==> run_1/cell_classes.png <==
The bar under the picture is 20 um long. Fill, decap, tap and diode cells in grey.
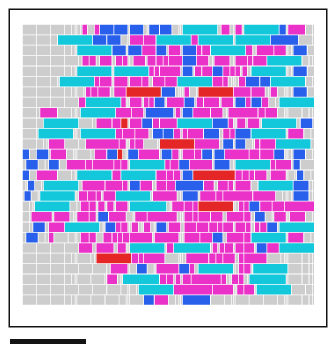
==> run_1/drive_strength.png <==
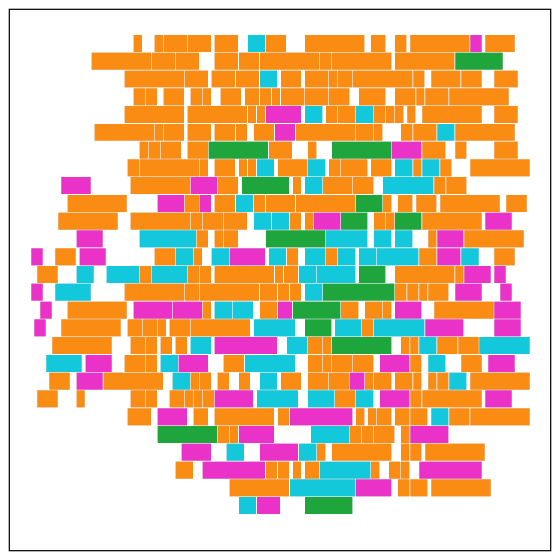
==> run_1/met2.png <==
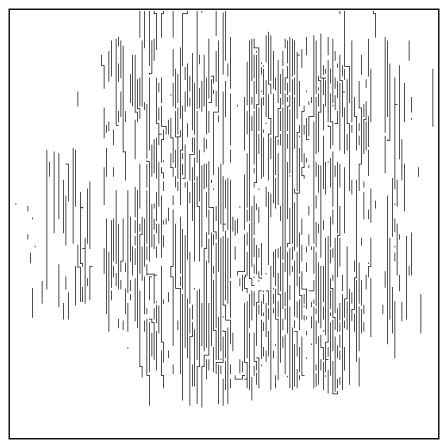
==> run_1/gate_families.png <==
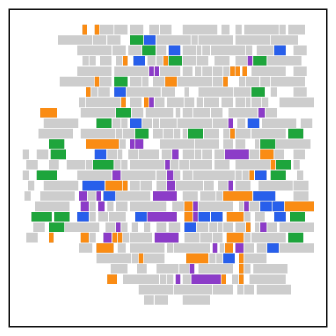
### src/rtl/tx_header_hec_bluetooth_ble.sv
// tx_header_hec_bluetooth_ble
// Serialises a BLE/BR packet header and appends its 8-bit HEC.
// The header bits are delayed by one cycle. The HEC LFSR is seeded from uap_dci
// on the frame-start cycle and updated with every accepted header bit.
// Ports:
//   clk, reset    rising-edge clock, asynchronous active-low reset
//   valid_in      header bit qualifier (held high for the whole header)
//   data_bit      serial header bit
//   uap_dci       LFSR seed, sampled on the frame-start cycle
//   n_bits        header length, sampled on the frame-start cycle
//   data_out      serial header bits followed by the HEC, MSB first
//   valid_out     data_out qualifier
//   busy          high while a frame is in flight
//   done          one-cycle pulse with the last HEC bit
//   err           one-cycle pulse on a frame error
//   hec_out       last computed HEC (only when TX_HEC_STATUS_EN is defined)
module tx_header_hec_bluetooth_ble #(
   parameter int unsigned HEC_LEN = 8,
   parameter int unsigned CNT_W   = 14
) (
   input  logic             clk,
   input  logic             reset,
   input  logic             valid_in,
   input  logic             data_bit,
   input  logic [7:0]       uap_dci,
   input  logic [CNT_W-1:0] n_bits,
   output logic             data_out,
   output logic             valid_out,
   output logic             busy,
   output logic             done,
   output logic             err
`ifdef TX_HEC_STATUS_EN
   ,
   output logic [7:0]       hec_out
`endif
);

   localparam int unsigned HC_W = $clog2(HEC_LEN);
   localparam logic [7:0]  POLY = 8'hA7;

   typedef enum logic [1:0] {
      IDLE = 2'd0,
      DATA = 2'd1,
      HEC  = 2'd2
   } state_t;

   state_t            state;
   logic [7:0]        lfsr;
   logic [CNT_W-1:0]  bitcnt;
   logic [CNT_W-1:0]  n_reg;
   logic [HC_W-1:0]   hec_cnt;
   logic              hec_err_seen;
   logic [7:0]        lfsr_next_c;
   logic              hec_entry_c;

   // One LFSR step for D^8+D^7+D^5+D^2+D+1.
   function automatic logic [7:0] lfsr_step(input logic [7:0] s, input logic b);
      logic fb;
      fb = b ^ s[7];
      return {s[6:0], 1'b0} ^ (fb ? POLY : 8'h00);
   endfunction

   // The frame-start cycle steps from the fresh seed, not from the stale LFSR.
   always_comb begin
      lfsr_next_c = lfsr_step((state == IDLE) ? uap_dci : lfsr, data_bit);
      hec_entry_c = 1'b0;
      if (valid_in) begin
         if (state == IDLE) begin
            hec_entry_c = (n_bits == CNT_W'(1));
         end else if (state == DATA) begin
            hec_entry_c = ((bitcnt + CNT_W'(1)) == n_reg);
         end
      end
   end

   // Frame sequencer with registered outputs.
   always_ff @(posedge clk or negedge reset) begin
      if (!reset) begin
         state        <= IDLE;
         lfsr         <= '0;
         bitcnt       <= '0;
         n_reg        <= '0;
         hec_cnt      <= '0;
         hec_err_seen <= 1'b0;
         data_out     <= 1'b0;
         valid_out    <= 1'b0;
         busy         <= 1'b0;
         done         <= 1'b0;
         err          <= 1'b0;
      end else begin
         data_out  <= 1'b0;
         valid_out <= 1'b0;
         done      <= 1'b0;
         err       <= 1'b0;
         case (state)
            IDLE: begin
               if (valid_in) begin
                  if (n_bits == '0) begin
                     err <= 1'b1;
                  end else begin
                     lfsr         <= lfsr_next_c;
                     data_out     <= data_bit;
                     valid_out    <= 1'b1;
                     bitcnt       <= CNT_W'(1);
                     n_reg        <= n_bits;
                     hec_cnt      <= '0;
                     hec_err_seen <= 1'b0;
                     busy         <= 1'b1;
                     state        <= hec_entry_c ? HEC : DATA;
                  end
               end
            end
            DATA: begin
               if (valid_in) begin
                  lfsr      <= lfsr_next_c;
                  data_out  <= data_bit;
                  valid_out <= 1'b1;
                  bitcnt    <= bitcnt + CNT_W'(1);
                  if (hec_entry_c) begin
                     state <= HEC;
                  end
               end else begin
                  // Header cut short: drop the frame without any HEC.
                  err    <= 1'b1;
                  lfsr   <= '0;
                  bitcnt <= '0;
                  busy   <= 1'b0;
                  state  <= IDLE;
               end
            end
            HEC: begin
               data_out  <= lfsr[7];
               valid_out <= 1'b1;
               lfsr      <= {lfsr[6:0], 1'b0};
               hec_cnt   <= hec_cnt + HC_W'(1);
               if (valid_in && !hec_err_seen) begin
                  err          <= 1'b1;
                  hec_err_seen <= 1'b1;
               end
               if (hec_cnt == HC_W'(HEC_LEN - 1)) begin
                  done   <= 1'b1;
                  busy   <= 1'b0;
                  bitcnt <= '0;
                  state  <= IDLE;
               end
            end
            default: begin
               busy  <= 1'b0;
               state <= IDLE;
            end
         endcase
      end
   end

`ifdef TX_HEC_STATUS_EN
   // Capture the complete HEC as the header's last bit is absorbed.
   always_ff @(posedge clk or negedge reset) begin
      if (!reset) begin
         hec_out <= '0;
      end else if (hec_entry_c) begin
         hec_out <= lfsr_next_c;
      end
   end
`endif

endmodule

### config.mk
export PLATFORM = sky130hd
export DESIGN_NAME = tx_header_hec_bluetooth_ble
export DESIGN_NICKNAME = d
export VERILOG_FILES = /design/src/rtl/tx_header_hec_bluetooth_ble.sv
export SDC_FILE = /design/constraint.sdc
export NUM_CORES = 1
export LEC_CHECK = 0
export CAP_MARGIN = 30
export CORE_MARGIN = 3
export CORE_UTILIZATION = 52
export CTS_BUF_LIST = sky130_fd_sc_hd__clkbuf_16
export DETAILED_ROUTE_END_ITERATION = 8
export PLACE_DENSITY = 0.85
export SYNTH_ARGS = -nofsm -noshare
export SYNTH_HDL_FRONTEND = slang
export SYNTH_SLANG_ARGS = --single-unit
### constraint.sdc
create_clock -name clk -period 2.1 [get_ports clk]
set_input_delay 0.63 -clock clk [delete_from_list [all_inputs] [get_ports clk]]
set_output_delay 0.63 -clock clk [all_outputs]
set_load 0.005 [all_outputs]
==> reports/results.ini, run 1 <==
[status]
violations_in_the_final_reports=setup timing
run_status=finished with violations

[timing]
timing.final.setup_violations=2
max_clock_freq_ghz=0.461
postLayoutSetupSlackWorst_ps=-68.0
hold_slack_ps=302
setup_tns_ps=-94.6
worst_setup_skew_after_layout_ps=6.66
final_hold_viol_count=0
relSlewSlack_pct=66.1
finalCriticalPeriod_ps=2170
worst_pin_slew_ps=508
setup_repair_after_global_routing_missed_its_margin=true
timing.final.max_slew_violations=0
finalClockPeriodUsage_pct=103

[detailed_routing]
via_count=2869
wire_per_inst_um=19.8
drc_errors=0
vias_per_cell=6.42
detail_route.iter0.violations=236
drt_pre_antenna_iters=5
routed_wl_um=8850
antenna_left=0

[cells_and_area]
drive_above_1_share_pct=33.1
synthToLayoutAreaGrowth_pct=33.1
fillers=366
most_frequent_logic_cell_in_the_layout=sky130_fd_sc_hd__dfrtp_1
antennaDiodeCount=0
layout_top_cells=sky130_fd_sc_hd__dfrtp_1 (43), sky130_fd_sc_hd__buf_4 (36), sky130_fd_sc_hd__o21ai_0 (27)
post-route-cell-area_mm2=0.00406
final_net_count=407

[grt]
antenna_found_initial=0
number_of_global_route_vias_before_repair=2724
maximum_number_of_pins_on_one_net_before_global_route_repair=27
grt_first_pass_wirelength_um=13000
aggregate_global_routing_overflow=0
grtUsageTotal_pct=25.0

[logic_synthesis]
synth-warning-count=0
post_synthesis_mean_instance_area_um2=9.76
post_synth_most_frequent_cells=sky130_fd_sc_hd__dfrtp_1 (47), sky130_fd_sc_hd__o21ai_0 (31), sky130_fd_sc_hd__nor2_1 (25), sky130_fd_sc_hd__a21oi_1 (17), sky130_fd_sc_hd__nand2_1 (17)
ys_types=64
yosysMostFrequentCell=sky130_fd_sc_hd__dfrtp_1
netlist_instances=313
synthTopCellsByArea=sky130_fd_sc_hd__dfrtp_1 (39%), sky130_fd_sc_hd__mux2_2 (5.9%), sky130_fd_sc_hd__o21ai_0 (5.1%)
synthTopLogicFamily=AND-OR/OR-AND gates
synth-edff-count=0
async_flop_share_pct=100
synth_area_leader_cell=sky130_fd_sc_hd__dfrtp_1
postSynthRegisterBits=47
adder_share_pct=2.87
post-synth-top-area-fraction_pct=38.5
synthXorXnorAreaFrac_pct=6.31
synthFlopType=sky130_fd_sc_hd__dfrtp_1
synth-compound-area-share_pct=21.0
synth.yosys.chip_area_mm2=0.00305
postSynthNetCount=346
yosys-stat-cells=313
post_synth_mux_area_share_pct=8.19
synthesis.area_mm2=0.00305
synth.yosys.seq_area_share_pct=38.5
synth_simple_gate_area_share_pct=18.1

[clocking]
cts_buffers=5
clkSlewWorstSetupHoldPaths_ps=70
clock_tree.htree_level_count=2
clock_tree.root_cell=sky130_fd_sc_hd__clkbuf_16
cts_hold_repair.buffers=0
cts_tree=yes
clk-insertion-delay-late_ps=290
max-clock-path-buffers=2
cts.sink_count=47

[die]
placeableCoreArea_mm2=0.00561
floorplan.die.width_um=82.6
floorplan.io_pins=31
row_count=27
fp_util_pct=54.5
fp.dieH_um=82.6
chip_area_mm2=0.00683

[power]
power.total_uw=5150
irDropWorstVdd_uv=653
power_frac_seq_pct=29.4
total_switching_power_uw=2050
power_density_mw_per_mm2=1270
p_int_uw=3100
pwr-share-clk_pct=17.4
power_switching_share_pct=39.8
leakage_uw=0.00178
pwr-share-comb_pct=53.1

[critical_path]
crit_path_end_kind=register
cp_data_arrival_time_ps=2340
critical_path_peak_fanout=7
reg2reg_from=bitcnt[4]$_DFFE_PN0P_
crit_path_start=bitcnt[4]$_DFFE_PN0P_
critical_path.startpoint_type=register
class_of_the_most_critical_setup_path=register to register
timing.critical_path.required_ps=2270
reg2reg_to=state[1]$_DFFE_PN0P_
reg2reg_depth=6
setup.reg_to_reg.worst_slack_ps=-70
cp-endpoint=state[1]$_DFFE_PN0P_

[place]
detailedPlacementHpwl_um=5600
detailed_place.area_mm2=0.00366
io_buf_count=30
place.gp.congestion=0.944

[job]
log.warning_count=30
maxCapViolCount=0

[hold_path]
holdCritPathClass=input port to asynchronous set/reset pin

Notes on cell_classes.png above:
cyan -> flip-flops  # cells 47, share of their area 30%
blue -> other buffers and delay cells  # cells 75, share of their area 17%
red -> clock drivers and dummy loads  # cells 8, share of their area 4.1%
magenta -> all other logic  # cells 245, share of their area 49%

Notes on drive_strength.png above:
green -> drive 6 and up  # cells 15, share 4.0%
orange -> drive 1 or less  # cells 251, share 67%, most used dfrtp_1
magenta -> drive 2  # cells 50, share 13%, most used mux2_2
cyan -> drive 3 to 4  # cells 59, share 16%, most used buf_4

Notes on met2.png above:
main direction = vertical
longest straight run = 34.7 um
nets with wire on the layer = 371

Notes on gate_families.png above:
purple -> NAND gates  # cells 33, most used nand2_1
green -> multiplexers  # cells 23, most used mux2_2
blue -> XOR/XNOR gates  # cells 22
orange -> NOR gates  # cells 41, most used nor2_1

[run 1: metrics by stage]
step	setup WS, ps	instances	util, %
2_1_floorplan	5.02	313	-
3_3_place_gp	-742	433	65.3
3_5_place_dp	-720	433	65.3
4_1_cts	3.18	445	69.3
5_1_grt	-147	447	72.5
6_report	-68.0	447	72.5
[run 1: per-layer routing]
metal  vias up  routed length [um]  track usage, %
li1       1274                   -               -
met3        31                 696            4.56
met5         -                   0               0
met1      1393                3490            33.3
met2       171                4430            41.0
met4         0                 237            8.17
[run 1: power groups by stage]
| stage | sequential, uW | clock [uW] | combinational [uW] |
|---|---|---|---|
| after floorplan | 1440 | 0 | 1590 |
| after global placement | 1490 | 0 | 2340 |
| after detailed placement | 1510 | 0 | 2430 |
| after CTS | 1490 | 902 | 2490 |
| after global routing | 1560 | 938 | 2950 |
| final | 1510 | 898 | 2730 |
[run 1: timing repair]
item | 4_1_cts | 5_1_grt
hold endpoints to repair | 0 | 0
pin swaps | 12 | 13
buffers inserted | 3 | 3
gates cloned | 1 | 0
setup endpoints to repair | 46 | 28
gates resized | 45 | 38
[run 1: critical path, cell delays in order (launching register included)]
cell and delay, ps:
sky130_fd_sc_hd__dfrtp_2 480, sky130_fd_sc_hd__nand4_4 230, sky130_fd_sc_hd__and3_1 260, sky130_fd_sc_hd__nor4_1 450, sky130_fd_sc_hd__a221oi_2 130, sky130_fd_sc_hd__and4_4 200, sky130_fd_sc_hd__o41a_1 310
[run 1: layout make-up]
type	count	area [um^2]	share of cell area, %
clock inverters	3	38.8	0.954
repair buffers	75	666	16.4
flip-flops and latches	47	1180	29.1
inverters	10	37.5	0.924
clock buffers	5	125	3.08
well taps	72	90.1	2.22
multi-input cells	235	1930	47.4
==> run 2, diff against run 1 <==
Settings changed: CTS_CLUSTER_SIZE set to 20.
==> run_2/met2.png <==
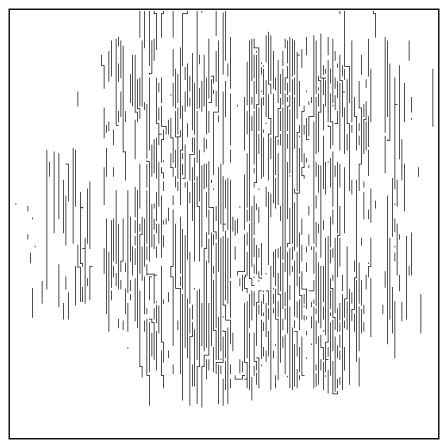
met2 usage: 41.0%
Detailed Route WL: 8850 um
count of vias placed by the detailed router: 2869

==> run_2/cell_classes.png <==
The bar under the picture is 20 um long. Fill, decap, tap and diode cells in grey.
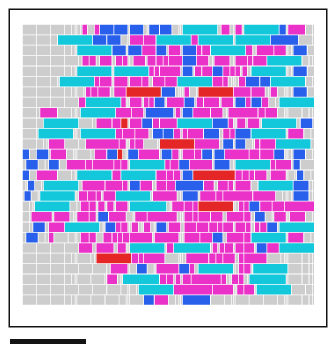
blue -> other buffers and delay cells  # cells 75, share of their area 17%
red -> clock drivers and dummy loads  # cells 8, share of their area 4.1%
cyan -> flip-flops  # cells 47, share of their area 30%
magenta -> all other logic  # cells 245, share of their area 49%

==> reports/results.ini, run 2 <==
[power]
irDropWorstVdd_uv=653  ; unchanged
power_density_mw_per_mm2=1270  ; unchanged
leakage_uw=0.00178  ; unchanged

[hold_path]
holdCritPathClass=input port to asynchronous set/reset pin

[logic_synthesis]
post_synthesis_mean_instance_area_um2=9.76  ; unchanged
ys_types=64  ; unchanged
synthFlopType=sky130_fd_sc_hd__dfrtp_1
post_synth_mux_area_share_pct=8.19  ; unchanged
adder_share_pct=2.87  ; unchanged
synth-compound-area-share_pct=21.0  ; unchanged
synth.yosys.seq_area_share_pct=38.5  ; unchanged
synthTopLogicFamily=AND-OR/OR-AND gates
postSynthNetCount=346  ; unchanged
post-synth-top-area-fraction_pct=38.5  ; unchanged
synth.yosys.chip_area_mm2=0.00305  ; unchanged
yosysMostFrequentCell=sky130_fd_sc_hd__dfrtp_1
synth_simple_gate_area_share_pct=18.1  ; unchanged
netlist_instances=313  ; unchanged
synthesis.area_mm2=0.00305  ; unchanged

[die]
floorplan.io_pins=31  ; unchanged
chip_area_mm2=0.00683  ; unchanged
row_count=27  ; unchanged
fp.dieH_um=82.6  ; unchanged
floorplan.die.width_um=82.6  ; unchanged

[timing]
worst_setup_skew_after_layout_ps=6.66  ; unchanged
max_clock_freq_ghz=0.461  ; unchanged
timing.final.setup_violations=2  ; unchanged
finalClockPeriodUsage_pct=103  ; unchanged
final_hold_viol_count=0  ; unchanged
postLayoutSetupSlackWorst_ps=-68.0  ; unchanged
setup_repair_after_global_routing_missed_its_margin=true
timing.final.max_slew_violations=0  ; unchanged

[critical_path]
crit_path_start=bitcnt[4]$_DFFE_PN0P_
reg2reg_depth=6  ; unchanged
timing.critical_path.cells=nand4_4 -> and3_1 -> nor4_1 -> a221oi_2 -> and4_4 -> o41a_1
timing.critical_path.required_ps=2270  ; about the same
class_of_the_most_critical_setup_path=register to register
crit_path_end_kind=register
setup.reg_to_reg.worst_slack_ps=-70  ; about the same
critical_path.startpoint_type=register
reg2reg_from=bitcnt[4]$_DFFE_PN0P_
worst_path_max_delay_cell=sky130_fd_sc_hd__dfrtp_2

[grt]
grtUsageTotal_pct=25.0  ; unchanged
gr-max-usage-layer=met2
global_routing_met1_resource_utilization_pct=33.3  ; unchanged
grt_first_pass_wirelength_um=13000  ; unchanged
maximum_number_of_pins_on_one_net_before_global_route_repair=27  ; unchanged
antenna_found_initial=0  ; unchanged
aggregate_global_routing_overflow=0  ; unchanged

[status]
violations_in_the_final_reports=setup timing
run_status=finished with violations

[cells_and_area]
fillers=366  ; unchanged
drive_above_1_share_pct=33.1  ; unchanged
antennaDiodeCount=0  ; unchanged
layout_top_cells=sky130_fd_sc_hd__dfrtp_1 (43), sky130_fd_sc_hd__buf_4 (36), sky130_fd_sc_hd__o21ai_0 (27)
final_net_count=407  ; unchanged
most_frequent_logic_cell_in_the_layout=sky130_fd_sc_hd__dfrtp_1

[clocking]
cts_tree=yes
cts_buffers=5  ; unchanged
cts_hold_repair.buffers=0  ; unchanged
max-clock-path-buffers=2  ; unchanged
clock_tree.root_cell=sky130_fd_sc_hd__clkbuf_16
clock_tree.htree_level_count=2  ; unchanged

[place]
io_buf_count=30  ; unchanged
dp_cells=433  ; unchanged
detailedPlacementHpwl_um=5600  ; unchanged
pre_cts_ws_ps=-720  ; unchanged

[detailed_routing]
wl_met2_um=4430  ; unchanged
drt_pre_antenna_iters=5  ; unchanged
antenna_left=0  ; unchanged
met3RoutedLength_um=696  ; unchanged
detail_route.iter0.violations=236  ; unchanged
drc_errors=0  ; unchanged

[job]
maxCapViolCount=0  ; unchanged

## run 2: how the worst min path moves through the flow
stage	end	start	slack, ps	cells past startpoint
detailed placement	n_reg[0]$_DFFE_PN0P_	n_reg[0]$_DFFE_PN0P_	520	1
CTS	hec_cnt[1]$_DFFE_PN0P_	reset	320	1
finish	hec_cnt[1]$_DFFE_PN0P_	reset	300	1
global placement	busy$_DFFE_PN0P_	busy$_DFFE_PN0P_	490	1
global route	hec_cnt[1]$_DFFE_PN0P_	reset	350	1
floorplan	bitcnt[0]$_DFFE_PN0P_	reset	330	0
## run 2: cells by family after synthesis
kind of cell             count (synthesis)
AND/OR/NAND/NOR                         91
buffers and inverters                   32
AND-OR/OR-AND                           91
multiplexers                            23
flip-flops                              47
adder cells (fa/ha/maj)                  7
XOR/XNOR                                22
## run 2: where the power goes
group	switching, uW	internal [uW]	total, uW
clock	342	556	898
sequential	288	1230	1510
combinational	1420	1310	2730
total	2050	3100	5150
## run 2: cell type report
cell class	count	area, um^2	area share [%]
Sequential cell	47	1180	29.1
Timing Repair Buffer	75	666	16.4
Inverter	10	37.5	0.924
Tap cell	72	90.1	2.22
Clock inverter	3	38.8	0.954
Multi-Input combinational cell	235	1930	47.4
Clock buffer	5	125	3.08
## run 2: worst max-delay path, delay by kind of cell, from the launching register on
kind            cells  cell delay (ps)
compound gates      2              440
flops               1              480
simple gates        4             1140
## run 2: metrics by stage
step	utilization [%]	total power (uW)	area, um^2
3_5_place_dp	65.3	3940	3660
3_3_place_gp	65.3	3820	3660
4_1_cts	69.3	4890	3890
6_report	72.5	5150	4060
2_1_floorplan	-	3030	3060
5_1_grt	72.5	5440	4060
## run 2: repair_timing
item / CTS / global route
buffers inserted: 3 / 3
endpoints found under the setup margin: 46 / 28
pin swaps: 12 / 13
resized: 45 / 38
gates cloned: 1 / 0
Power is estimated from default activity; no workload was simulated.
